[src/rtl/cmp_arb_pkg.sv]
// Shared definitions for the EXU compare arbiter: compare function codes,
// port identifier type and default datapath width.
package cmp_arb_pkg;

   localparam int unsigned CMP_W = 32;

   localparam logic [2:0] CMP_EQ   = 3'b000;
   localparam logic [2:0] CMP_NE   = 3'b001;
   localparam logic [2:0] CMP_GE   = 3'b010;
   localparam logic [2:0] CMP_LT   = 3'b011;
   localparam logic [2:0] CMP_GTU  = 3'b100;
   localparam logic [2:0] CMP_LTU  = 3'b101;
   localparam logic [2:0] CMP_GEU  = 3'b110;
   localparam logic [2:0] CMP_OVF  = 3'b111;

   typedef logic port_id_t;

   localparam port_id_t PORT0 = 1'b0;
   localparam port_id_t PORT1 = 1'b1;

endpackage

[src/rtl/cmp_core.sv]
// Combinational 32-bit comparator: one subtractor a-b producing Z/N/V/C
// flags, with the compare function selecting the flag combination.
module cmp_core
   import cmp_arb_pkg::*;
#(
   parameter int unsigned W = CMP_W
) (
   input  logic [W-1:0] a_i,
   input  logic [W-1:0] b_i,
   input  logic [2:0]   fn_i,
   output logic         res_o
);

   logic [W:0] sub;
   logic       flag_z;
   logic       flag_n;
   logic       flag_v;
   logic       flag_c;

   // a - b as a + ~b + 1; carry out set means no borrow (a >= b unsigned)
   assign sub    = {1'b0, a_i} + {1'b0, ~b_i} + {{W{1'b0}}, 1'b1};
   assign flag_z = (sub[W-1:0] == '0);
   assign flag_n = sub[W-1];
   assign flag_c = sub[W];
   assign flag_v = (a_i[W-1] ^ b_i[W-1]) & (sub[W-1] ^ a_i[W-1]);

   // Select the flag combination for the requested compare function
   always_comb begin
      res_o = 1'b0;
      case (fn_i)
         CMP_EQ:  res_o = flag_z;
         CMP_NE:  res_o = ~flag_z;
         CMP_GE:  res_o = ~(flag_n ^ flag_v);
         CMP_LT:  res_o = flag_n ^ flag_v;
         CMP_GTU: res_o = flag_c & ~flag_z;
         CMP_LTU: res_o = ~flag_c;
         CMP_GEU: res_o = flag_c;
         CMP_OVF: res_o = flag_v;
         default: res_o = 1'b0;
      endcase
   end

endmodule

[src/rtl/cmp_arbiter.sv]
// Two-port arbiter sharing one comparator between branch resolution (port 0)
// and SLT/SLTU (port 1), with a single registered result slot.
// Build option CMP_ARB_RR_EN: round-robin tie-break via last_grant; when
// undefined, port 0 always wins ties and no last_grant register exists.
module cmp_arbiter
   import cmp_arb_pkg::*;
#(
   parameter int unsigned W = CMP_W
) (
   input  logic         clk,
   input  logic         rst,
   input  logic         flush_i,
   input  logic         req0_valid_i,
   output logic         req0_ready_o,
   input  logic [W-1:0] req0_a_i,
   input  logic [W-1:0] req0_b_i,
   input  logic [2:0]   req0_fn_i,
   input  logic         req1_valid_i,
   output logic         req1_ready_o,
   input  logic [W-1:0] req1_a_i,
   input  logic [W-1:0] req1_b_i,
   input  logic [2:0]   req1_fn_i,
   output logic         resp0_valid_o,
   input  logic         resp0_ready_i,
   output logic         resp1_valid_o,
   input  logic         resp1_ready_i,
   output logic [W-1:0] resp_data_o,
   output logic         busy_o
);

   logic     full_q, full_d;
   port_id_t owner_q, owner_d;
   logic     bit_q, bit_d;
`ifdef CMP_ARB_RR_EN
   port_id_t last_grant_q, last_grant_d;
`endif

   logic         owner_rdy;
   logic         free;
   logic         grant_vld;
   port_id_t     grant;
   logic [W-1:0] op_a;
   logic [W-1:0] op_b;
   logic [2:0]   op_fn;
   logic         cmp_bit;

   assign resp0_valid_o = full_q & (owner_q == PORT0);
   assign resp1_valid_o = full_q & (owner_q == PORT1);
   assign resp_data_o   = {{(W-1){1'b0}}, bit_q};
   assign busy_o        = full_q;

   // Slot can take a new result if empty or its owner consumes this cycle
   assign owner_rdy = (owner_q == PORT1) ? resp1_ready_i : resp0_ready_i;
   assign free      = ~full_q | (owner_rdy & full_q);

   // Pick a winner only when the slot frees and no reset/flush is pending
   always_comb begin
      grant_vld = 1'b0;
      grant     = PORT0;
      if (!rst && free && !flush_i) begin
         if (req0_valid_i && req1_valid_i) begin
            grant_vld = 1'b1;
`ifdef CMP_ARB_RR_EN
            grant     = ~last_grant_q;
`else
            grant     = PORT0;
`endif
         end else if (req0_valid_i) begin
            grant_vld = 1'b1;
            grant     = PORT0;
         end else if (req1_valid_i) begin
            grant_vld = 1'b1;
            grant     = PORT1;
         end
      end
   end

   assign req0_ready_o = grant_vld & (grant == PORT0);
   assign req1_ready_o = grant_vld & (grant == PORT1);

   assign op_a  = (grant == PORT1) ? req1_a_i  : req0_a_i;
   assign op_b  = (grant == PORT1) ? req1_b_i  : req0_b_i;
   assign op_fn = (grant == PORT1) ? req1_fn_i : req0_fn_i;

   cmp_core #(.W(W)) u_core (
      .a_i   (op_a),
      .b_i   (op_b),
      .fn_i  (op_fn),
      .res_o (cmp_bit)
   );

   // Slot next state: flush drops, accept (re)loads, consume empties
   always_comb begin
      full_d  = full_q;
      owner_d = owner_q;
      bit_d   = bit_q;
`ifdef CMP_ARB_RR_EN
      last_grant_d = last_grant_q;
`endif
      if (flush_i) begin
         full_d = 1'b0;
      end else if (grant_vld) begin
         full_d  = 1'b1;
         owner_d = grant;
         bit_d   = cmp_bit;
`ifdef CMP_ARB_RR_EN
         last_grant_d = grant;
`endif
      end else if (free) begin
         full_d = 1'b0;
      end
   end

   // Slot and arbitration history registers
   always_ff @(posedge clk) begin
      if (rst) begin
         full_q  <= 1'b0;
         owner_q <= PORT0;
         bit_q   <= 1'b0;
`ifdef CMP_ARB_RR_EN
         last_grant_q <= PORT1;
`endif
      end else begin
         full_q  <= full_d;
         owner_q <= owner_d;
         bit_q   <= bit_d;
`ifdef CMP_ARB_RR_EN
         last_grant_q <= last_grant_d;
`endif
      end
   end

endmodule

[config.mk]
export PLATFORM = sky130hd
export DESIGN_NAME = cmp_arbiter
export DESIGN_NICKNAME = d
export VERILOG_FILES = /design/src/rtl/cmp_arb_pkg.sv /design/src/rtl/cmp_core.sv /design/src/rtl/cmp_arbiter.sv
export SDC_FILE = /design/constraint.sdc
export NUM_CORES = 1
export LEC_CHECK = 0
export CORE_ASPECT_RATIO = 0.9
export CORE_UTILIZATION = 27
export DETAILED_ROUTE_END_ITERATION = 16
export GPL_TIMING_DRIVEN = 0
export PLACE_DENSITY = 0.68
export SLEW_MARGIN = 20
export SYNTH_ARGS = -nofsm -noshare
export SYNTH_HDL_FRONTEND = slang
export SYNTH_SLANG_ARGS = --single-unit
[constraint.sdc]
create_clock -name clk -period 9.04 [get_ports clk]
set_clock_uncertainty 0.2 [all_clocks]
set_input_delay 1.808 -clock clk [delete_from_list [all_inputs] [get_ports clk]]
set_output_delay 1.808 -clock clk [all_outputs]
set_load 0.01 [all_outputs]
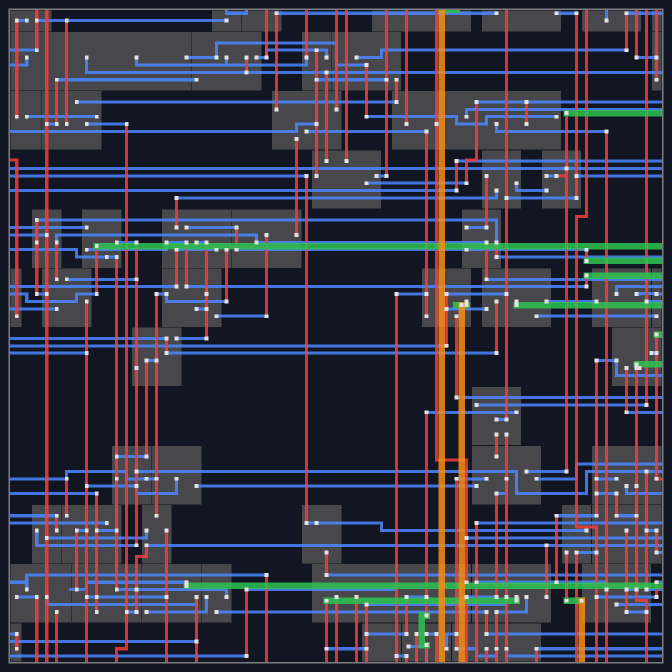
Fig. 1. Close-up of the layout (run 1).
Region (45, 39) to (75, 69) um. Cells in gray, sequential cells in the stronger gray; small squares are vias.
legend:
  M2:
    color: red
  M3:
    color: green
  M4:
    color: orange
  M1:
    color: blue
sequential cells in the window: 0
cells with their middle in the window: 43
most frequent: a21oi_1 (4), nand2_1 (3)

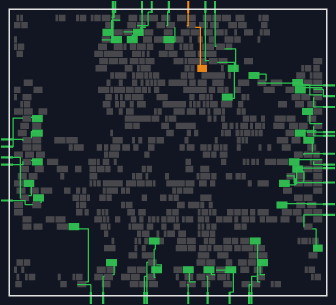
Fig. 2. Nets reached from selected ports (run 1).
legend:
  `req1_a_i`:
    color: green
    bits: 32
    direction: input
    end_cells: 32
    wire: 587 um
  `resp1_ready_i`:
    color: orange
    bits: 1
    direction: input
    end_cells: 1
    wire: 22.9 um
I/O pins: 178
port bufs: 146

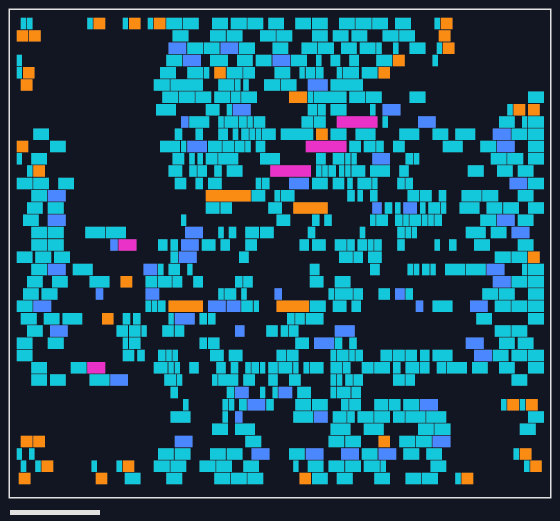
Fig. 3. Sizing map (run 1).
The bar under the picture is 20 um long.
legend:
  x3 and x4:
    color: orange
    cells: 39
  x1 and smaller:
    color: cyan
    cells: 512
  x6 and larger:
    color: magenta
    cells: 5
  x2:
    color: blue
    cells: 58
Non-clock buffers: 200
Layout area overhead: 55.34%
fin worst setup slack: 0.4742 ns
post-route cell area: 5209 um2

run 1: worst min-delay path, stage by stage, from the launching register on:
cell	delay (ns)
dfxtp_1	0.33
nand2_1	0.08
a211oi_1	0.06
run 1: registers in the layout, indices dropped and copies added (netlist names):
signal / cells
busy_o: 1
bit_q: 1
owner_q: 1
run 1: placed cells by master, fill, tap and decap left out, drive strengths merged, types with 11 or more instances in the layout:
master / count
clkdlybuf4s50: 146
buf: 41
mux2i: 36
nand2: 35
mux2: 34
ha: 32
conb: 31
a21oi: 31
nor2: 25
clkbuf: 17
nor3: 14
o21ai: 14
a211oi: 13
a21o: 12
nand4: 11
o211ai: 11
==> Slide: Implementation Results, run 1 <==
Implementation Results

Status
  • Outcome: completed

Pwr
  • Top power group: combinational logic
  • Clock group: 0.0700 mW
  • Pleak: 2.033 nW
  • Switching Share: around 43%
  • VDD IR max: 0.00004727 V
  • Total chip power: 0.4008 mW

Routing
  • DR vias/cell: 5.032
  • Final WL: between 10 and 15 mm

Floorplanning
  • Tapcells: about 160
  • Core ar.: ~12,000 um2

Clock network
  • CTS Hold Bufs: 0
  • Post-CTS setup buffer count: 0
  • Root Driver: clkbuf_16
  • Clock Sinks: 3

Critical path
  • Worst R2R Path Depth: 25
  • WP depth: 26
  • Worst Setup EP: bit_q
  • Critical Path AT: 8.51 ns
  • Slowest stage delay, CP: 0.65 ns
  • CP Launch Point: resp0_ready_i

Placement
  • Gpl congestion: 0.9175
  • Placed Instances: 770

Final layout
  • Sequential cell area share: under 10%
  • Filler cells: 1,220
  • Number of non-clock inverters: 8

Global route
  • M2 GR Usage: 30.22%
  • Tot GR Track Use: 17.25%

Synthesis
  • Yosys aoi share: 30.19%
  • Area of the mapped netlist: 3353 um2
  • Simple share: 18.73%
  • Synth cell count leaders: mux2i_1, buf_4, nand2_1
  • Area leader, netlist: ha_1
  • Mux cell area share: 22.16%
  • Post-synth EDFFs: 0
  • Synth warn: 0
  • Flops after synth: 3
  • Yosys cell count: 434
  • Largest logic family: AND-OR/OR-AND gates
  • Synth Instances: about 430

Final timing
  • Slew margin rel.: 47.88%
  • Hold_ws: approximately 0.33 ns
  • Fmax: 116.7 MHz

Worst hold path
  • Hold Path End: busy_o
==> run 2: changes to the inputs <==
--- a/config.mk
+++ b/config.mk
@@ -7,6 +7,7 @@
 export LEC_CHECK = 0
 export CORE_ASPECT_RATIO = 0.9
 export CORE_UTILIZATION = 27
+export CTS_CLUSTER_DIAMETER = 60
 export DETAILED_ROUTE_END_ITERATION = 16
 export GPL_TIMING_DRIVEN = 0
 export PLACE_DENSITY = 0.68
==> Slide: Implementation Results, run 2 <==
Implementation Results

Status
  • Outcome: completed

Floorplanning
  • Tapcells: 160 (unchanged)
  • Core ar.: 12,080 um2 (unchanged)

Synthesis
  • Area of the mapped netlist: 3353 um2 (unchanged)
  • Mux cell area share: 22.16% (unchanged)
  • Largest logic family: AND-OR/OR-AND gates
  • Synth Instances: 434 (unchanged)
  • Synth warn: 0 (unchanged)
  • Synth cell count leaders: mux2i_1, buf_4, nand2_1
  • Area leader, netlist: ha_1
  • Post-synth EDFFs: 0 (unchanged)
  • Simple share: 18.73% (unchanged)

Pwr
  • Pleak: 2.033 nW (unchanged)
  • Switching Share: 42.56% (unchanged)
  • VDD IR max: 0.00004727 V (unchanged)

Critical path
  • Critical Path AT: 8.51 ns (about the same)

Final layout
  • Most frequent cells in the layout: clkdlybuf4s50_1, mux2i_1, nand2_1, buf_4, mux2_2
  • Non-clock buffers: 200 (unchanged)
  • Sequential cell area share: 1.153% (unchanged)
  • Layout area overhead: 55.34% (unchanged)

Final timing
  • Fin worst setup slack: 0.4742 ns (unchanged)
  • Slew margin rel.: 47.88% (unchanged)
  • Fmax: 116.7 MHz (unchanged)

Clock network
  • Post-CTS setup buffer count: 0 (unchanged)
  • CTS Hold Bufs: 0 (unchanged)
  • Clock Sinks: 3 (unchanged)

Global route
  • M2 GR Usage: 30.22% (unchanged)
  • Tot GR Track Use: 17.25% (unchanged)

Routing
  • DR vias/cell: 5.032 (unchanged)
run 2: cell counts in the layout (fill, tap and decap cells not counted):
Identical to the previous run, type by type.
run 2: path summary, 6_finish.rpt:
check | startpoint | end | cells after the start
setup / recovery | resp0_ready_i | bit_q | 26
hold / removal | busy_o | busy_o | 2
setup reg to reg | owner_q | bit_q | 25
hold reg to reg | busy_o | busy_o | 2
run 2: through the flow:
step                std cells  cell area (um2)  total power [mW]  utilization [%]  hold slack [ns]
floorplan                 464             3466            0.2127                -           0.3145
global placement          770             5127            0.3222            42.46           0.3008
detailed placement        770             5127            0.3271            42.46           0.3341
CTS                       774             5206            0.3999            43.11           0.3381
global route              774             5209            0.4336            43.13           0.3904
finish                    774             5209            0.4008            43.13           0.3338
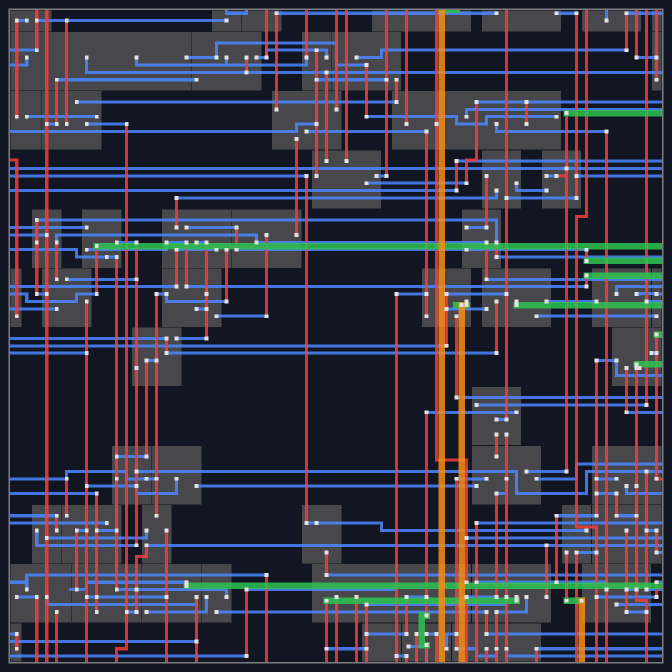
Fig. 4. Close-up of the layout (run 2).
Region (45, 39) to (75, 69) um. Cells in gray, sequential cells in the stronger gray; small squares are vias.
legend:
  M3:
    color: green
  M1:
    color: blue
  M4:
    color: orange
  M2:
    color: red
cells with their middle in the window: 43
sequential cells in the window: 0
most frequent: a21oi_1 (4), nand2_1 (3)

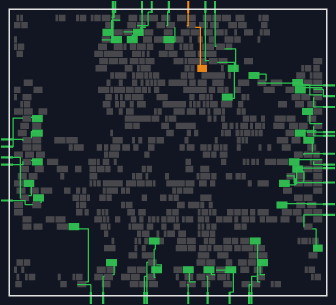
Fig. 5. Nets reached from selected ports (run 2).
legend:
  `resp1_ready_i`:
    color: orange
    bits: 1
    direction: input
    end_cells: 1
    wire: 22.9 um
  `req1_a_i`:
    color: green
    bits: 32
    direction: input
    end_cells: 32
    wire: 587 um

Power figures rest on the tool's default switching activity, not on a simulated workload.
